**Run 1: sequential cells colored by netlist name**

(1.5 px per um) Other sequential cells in the stronger gray, the rest of the logic in the fainter gray.
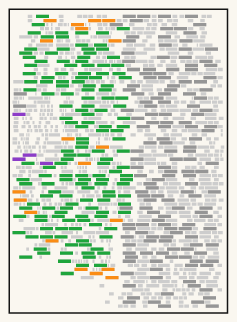
**Run 1: layout detail**

Window x 60 to 85, y 48 to 73 um. Cells in gray, sequential cells in the stronger gray; small squares are vias.
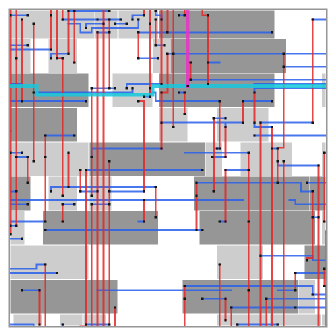
**Run 1: routing congestion**

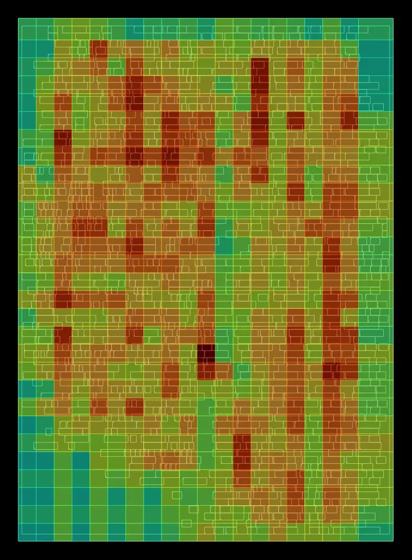
==> config.mk <==
export PLATFORM = sky130hd
export DESIGN_NAME = regfile_stack
export DESIGN_NICKNAME = d
export VERILOG_FILES = /design/src/rtl/regfile_pkg.sv /design/src/rtl/call_stack.sv /design/src/rtl/regfile_stack.sv
export SDC_FILE = /design/constraint.sdc
export NUM_CORES = 1
export LEC_CHECK = 0
export CAP_MARGIN = 5
export CORE_ASPECT_RATIO = 1.4
export CORE_UTILIZATION = 55
export CTS_CLUSTER_SIZE = 12
export DETAILED_ROUTE_END_ITERATION = 10
export PLACE_DENSITY = 0.75
export SLEW_MARGIN = 30
export SYNTH_ARGS = -nofsm -noshare
export SYNTH_HDL_FRONTEND = slang
export SYNTH_SLANG_ARGS = --single-unit
==> constraint.sdc <==
create_clock -name clk -period 13.14 [get_ports clk]
set_input_delay 1.971 -clock clk [delete_from_list [all_inputs] [get_ports clk]]
set_output_delay 1.971 -clock clk [all_outputs]
set_load 0.01 [all_outputs]
==> changes_impl.md, run 1 <==
## Flow update

* Outcome: finished clean
* Max Cap Violations at 0
* Largest net degree at the start of global routing at 98
* Reg2Reg Setup Slack at 9.27 ns
* DR DRC count at 0
* Tightest Pin Transition at 1.01 ns
* # Post-CTS Setup Buffers at 0
* CTS tree: done
* Post-Synth AOI/OAI Area at 0.0793
* Crit-path max FO at 38
* # setup viols final at 0
* GR Overflow Total at 0
* Flop count at 330
* Top cells by area: dfrtp_1 53%, mux2_2 14%, mux4_2 14%
* Clock buffer depth at 3
* Commonest flop: dfrtp_1
* Comb. pwr at 1220 uW
* Seq share, synth at 0.528
* Slowest stage delay, CP at 0.61 ns
* Gr usage total at 0.261
* Number of enable flip-flop cells at 0
* Top cell category: registers
* FFs w/ async S/R, synth at 1.00
* Hold/Removal Path Class: flop to flop
* Number of fill cells at 2072
* CTS Hold Bufs at 0
* WL met2 at 18700 um
* Period utilization at 0.458
* Netlist cell types at 56
* Worst path slowest cell: buf_4
* Clock power share at 0.263
* Clock sink count at 330
* Xor/xnor share at 0.00216
* Final Hold Fails at 0
* Sw frac at 0.324
* Area grow syn2layout at 15.4%
* RSZ-0062 raised after global routing: no
* DRT Wirelength at 36100 um
* Min Tclk post-route at 6.02 ns
* Final TNS setup at 0 ns
* Syn Nets at 1129
* Initial DRC count at 517
* Avg Cell Area, Syn at 14.4 um^2
* Busiest layer in global routing: met2
* Top pwr grp: registers
* Area leader, netlist: dfrtp_1
* Ports at 108
* Worst setup skew after layout at 0.0161 ns
* Crit path max-delay family: buffers and inverters
* Register clock-pin slew on the reported worst setup and hold paths at 0.06 ns
* Comb/total area at 0.385
* Reg2Reg Depth at 7
* Placed inst area at 16900 um^2
* Clock Latency Late Sink at 0.51 ns
-- 'sequential cells colored by netlist name' (at the start) --
Green stands for `u_stack.mem_q`, sequential cells 152. Orange stands for `u_stack.pop_data`, sequential cells 19. Purple stands for `u_stack.count`, sequential cells 4, where middle left.
final core utilization: 0.650
Flop+latch power: 1400 uW
FF/Latch Area: 8260 um^2
fraction of area in registers: 0.458

-- 'layout detail' (at the start) --
Blue stands for metal 1. Magenta stands for metal 4. Red stands for metal 2. Cyan stands for metal 3.
Most frequent: dfrtp_1 (11), and2_1 (5). Sequential cells in the window: 11. 29 logic cells have their middle in the window.

-- 'routing congestion' (at the start) --
GRT met2 Usage: 0.439
GR Layer Usage met1: 0.348
routed len/inst: 23.3 um
met3 usage: 0.0352

**Run 1: gate families picked out**

(1.5 px per um)
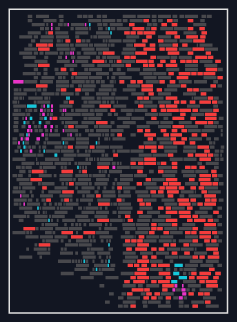

==> run 1 -> run 2 <==
--- a/config.mk
+++ b/config.mk
@@ -7,10 +7,10 @@
 export LEC_CHECK = 0
 export CAP_MARGIN = 5
 export CORE_ASPECT_RATIO = 1.4
-export CORE_UTILIZATION = 55
+export CORE_UTILIZATION = 54
 export CTS_CLUSTER_SIZE = 12
 export DETAILED_ROUTE_END_ITERATION = 10
-export PLACE_DENSITY = 0.75
+export PLACE_DENSITY = 0.77
 export SLEW_MARGIN = 30
 export SYNTH_ARGS = -nofsm -noshare
 export SYNTH_HDL_FRONTEND = slang
==> constraint.sdc (replaced) <==
create_clock -name clk -period 5.3 [get_ports clk]
set_input_delay 0.795 -clock clk [delete_from_list [all_inputs] [get_ports clk]]
set_output_delay 0.795 -clock clk [all_outputs]
set_load 0.01 [all_outputs]
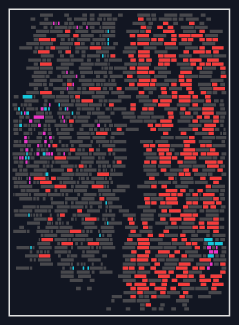
**Above:** run 2 (gate families picked out).
(1.5 px per um)
Cyan stands for nor cells, cells 31, where widely spread. Magenta stands for nand cells, cells 42. Red stands for mux cells, cells 312.
most numerous logic cell after layout: dfrtp_1
Comb/total area: 0.383
Finished Layout Cells: 1555

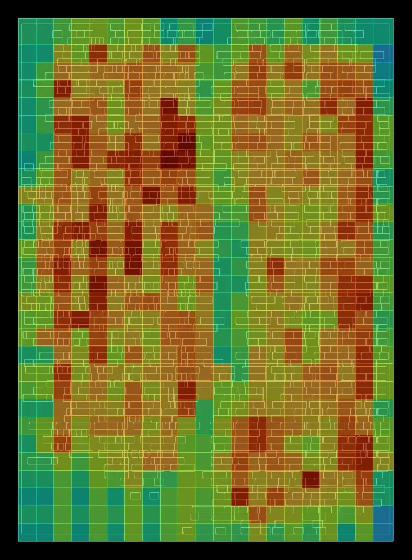
**Above:** run 2 (routing congestion).
GRT met2 Usage: 0.445
routed len/inst: 23.2 um
met3 usage: 0.0345
busiest layer in global routing: met2
final core utilization: 0.636

==> run 2 against run 1 <==
  * Synthesized cell count stayed put
  * Sequential cell count stayed put
  * Setup slack worse by 5.7 ns
  * Core utilization is 1.5 points lower
  * Critical endpoint is now stack_empty
==> changes_impl.md, run 2 <==
## Flow update

* Outcome: finished clean
* Ports at 108
* Register clock-pin slew on the reported worst setup and hold paths at 0.06 ns
* Number of fill cells at 2092
* Syn Nets at 1129
* Clock Latency Late Sink at 0.50 ns
* Leak Pwr at 0.00773 uW
* Crit path max-delay family: buffers and inverters
* Number of enable flip-flop cells at 0
* Area leader, netlist: dfrtp_1
* FF/Latch Area at 8260 um^2
* Top cells by area: dfrtp_1 53%, mux2_2 14%, mux4_2 14%
* Max Cap Violations at 0
* # setup viols final at 0
* Min Tclk post-route at 3.92 ns
* Area grow syn2layout at 15.5%
* Initial DRC count at 530
* WL met2 at 19000 um
* DRT Wirelength at 36000 um
* Die X-Extent at 146 um
* Gr usage total at 0.254
* Initial antenna violation count at 0
* Crit-path max FO at 7
* # Post-CTS Setup Buffers at 0
* GR Layer Usage met1 at 0.316
* Fraction of area in registers at 0.457
* Reg2Reg Depth at 8
* Number of global-route vias before repair at 10300
* FFs w/ async S/R, synth at 1.00
* Worst path slowest cell: or3b_1
* Mux frac, synth at 0.292
* Placed inst area at 17000 um^2
* Largest net degree at the start of global routing at 147
* CTS Hold Bufs at 0
* CTS tree: done
* Clock sink count at 330
* Final TNS setup at 0 ns
* Commonest flop: dfrtp_1
* Clock power share at 0.258
* Tightest Pin Transition at 0.932 ns
* Clk root buf: clkbuf_16
* Reg2Reg Setup Slack at 1.91 ns
* Hold/Removal Path Class: flop to flop
* Seq share, synth at 0.528
* Post-Synth AOI/OAI Area at 0.0793
* Period utilization at 0.739
* Sw frac at 0.324
* Tot Pwr at 8770 uW
* Xor/xnor share at 0.00216
* H-tree depth at 2
* Netlist cell types at 56
* CP Depth at 6
* Row cnt at 73
* Top cell category: registers
* DR DRC count at 0
* Startpoint Class: flop
* Slowest stage delay, CP at 0.59 ns
* Clock buffer depth at 3
* Comb. pwr at 3070 uW
* Worst setup skew after layout at 0.0105 ns
* Final Hold Fails at 0
* Top pwr grp: registers
* Flop count at 330
* Avg Cell Area, Syn at 14.4 um^2
* GR Overflow Total at 0
* Area of the core at 28400 um^2
Power figures rest on the tool's default switching activity, not on a simulated workload.
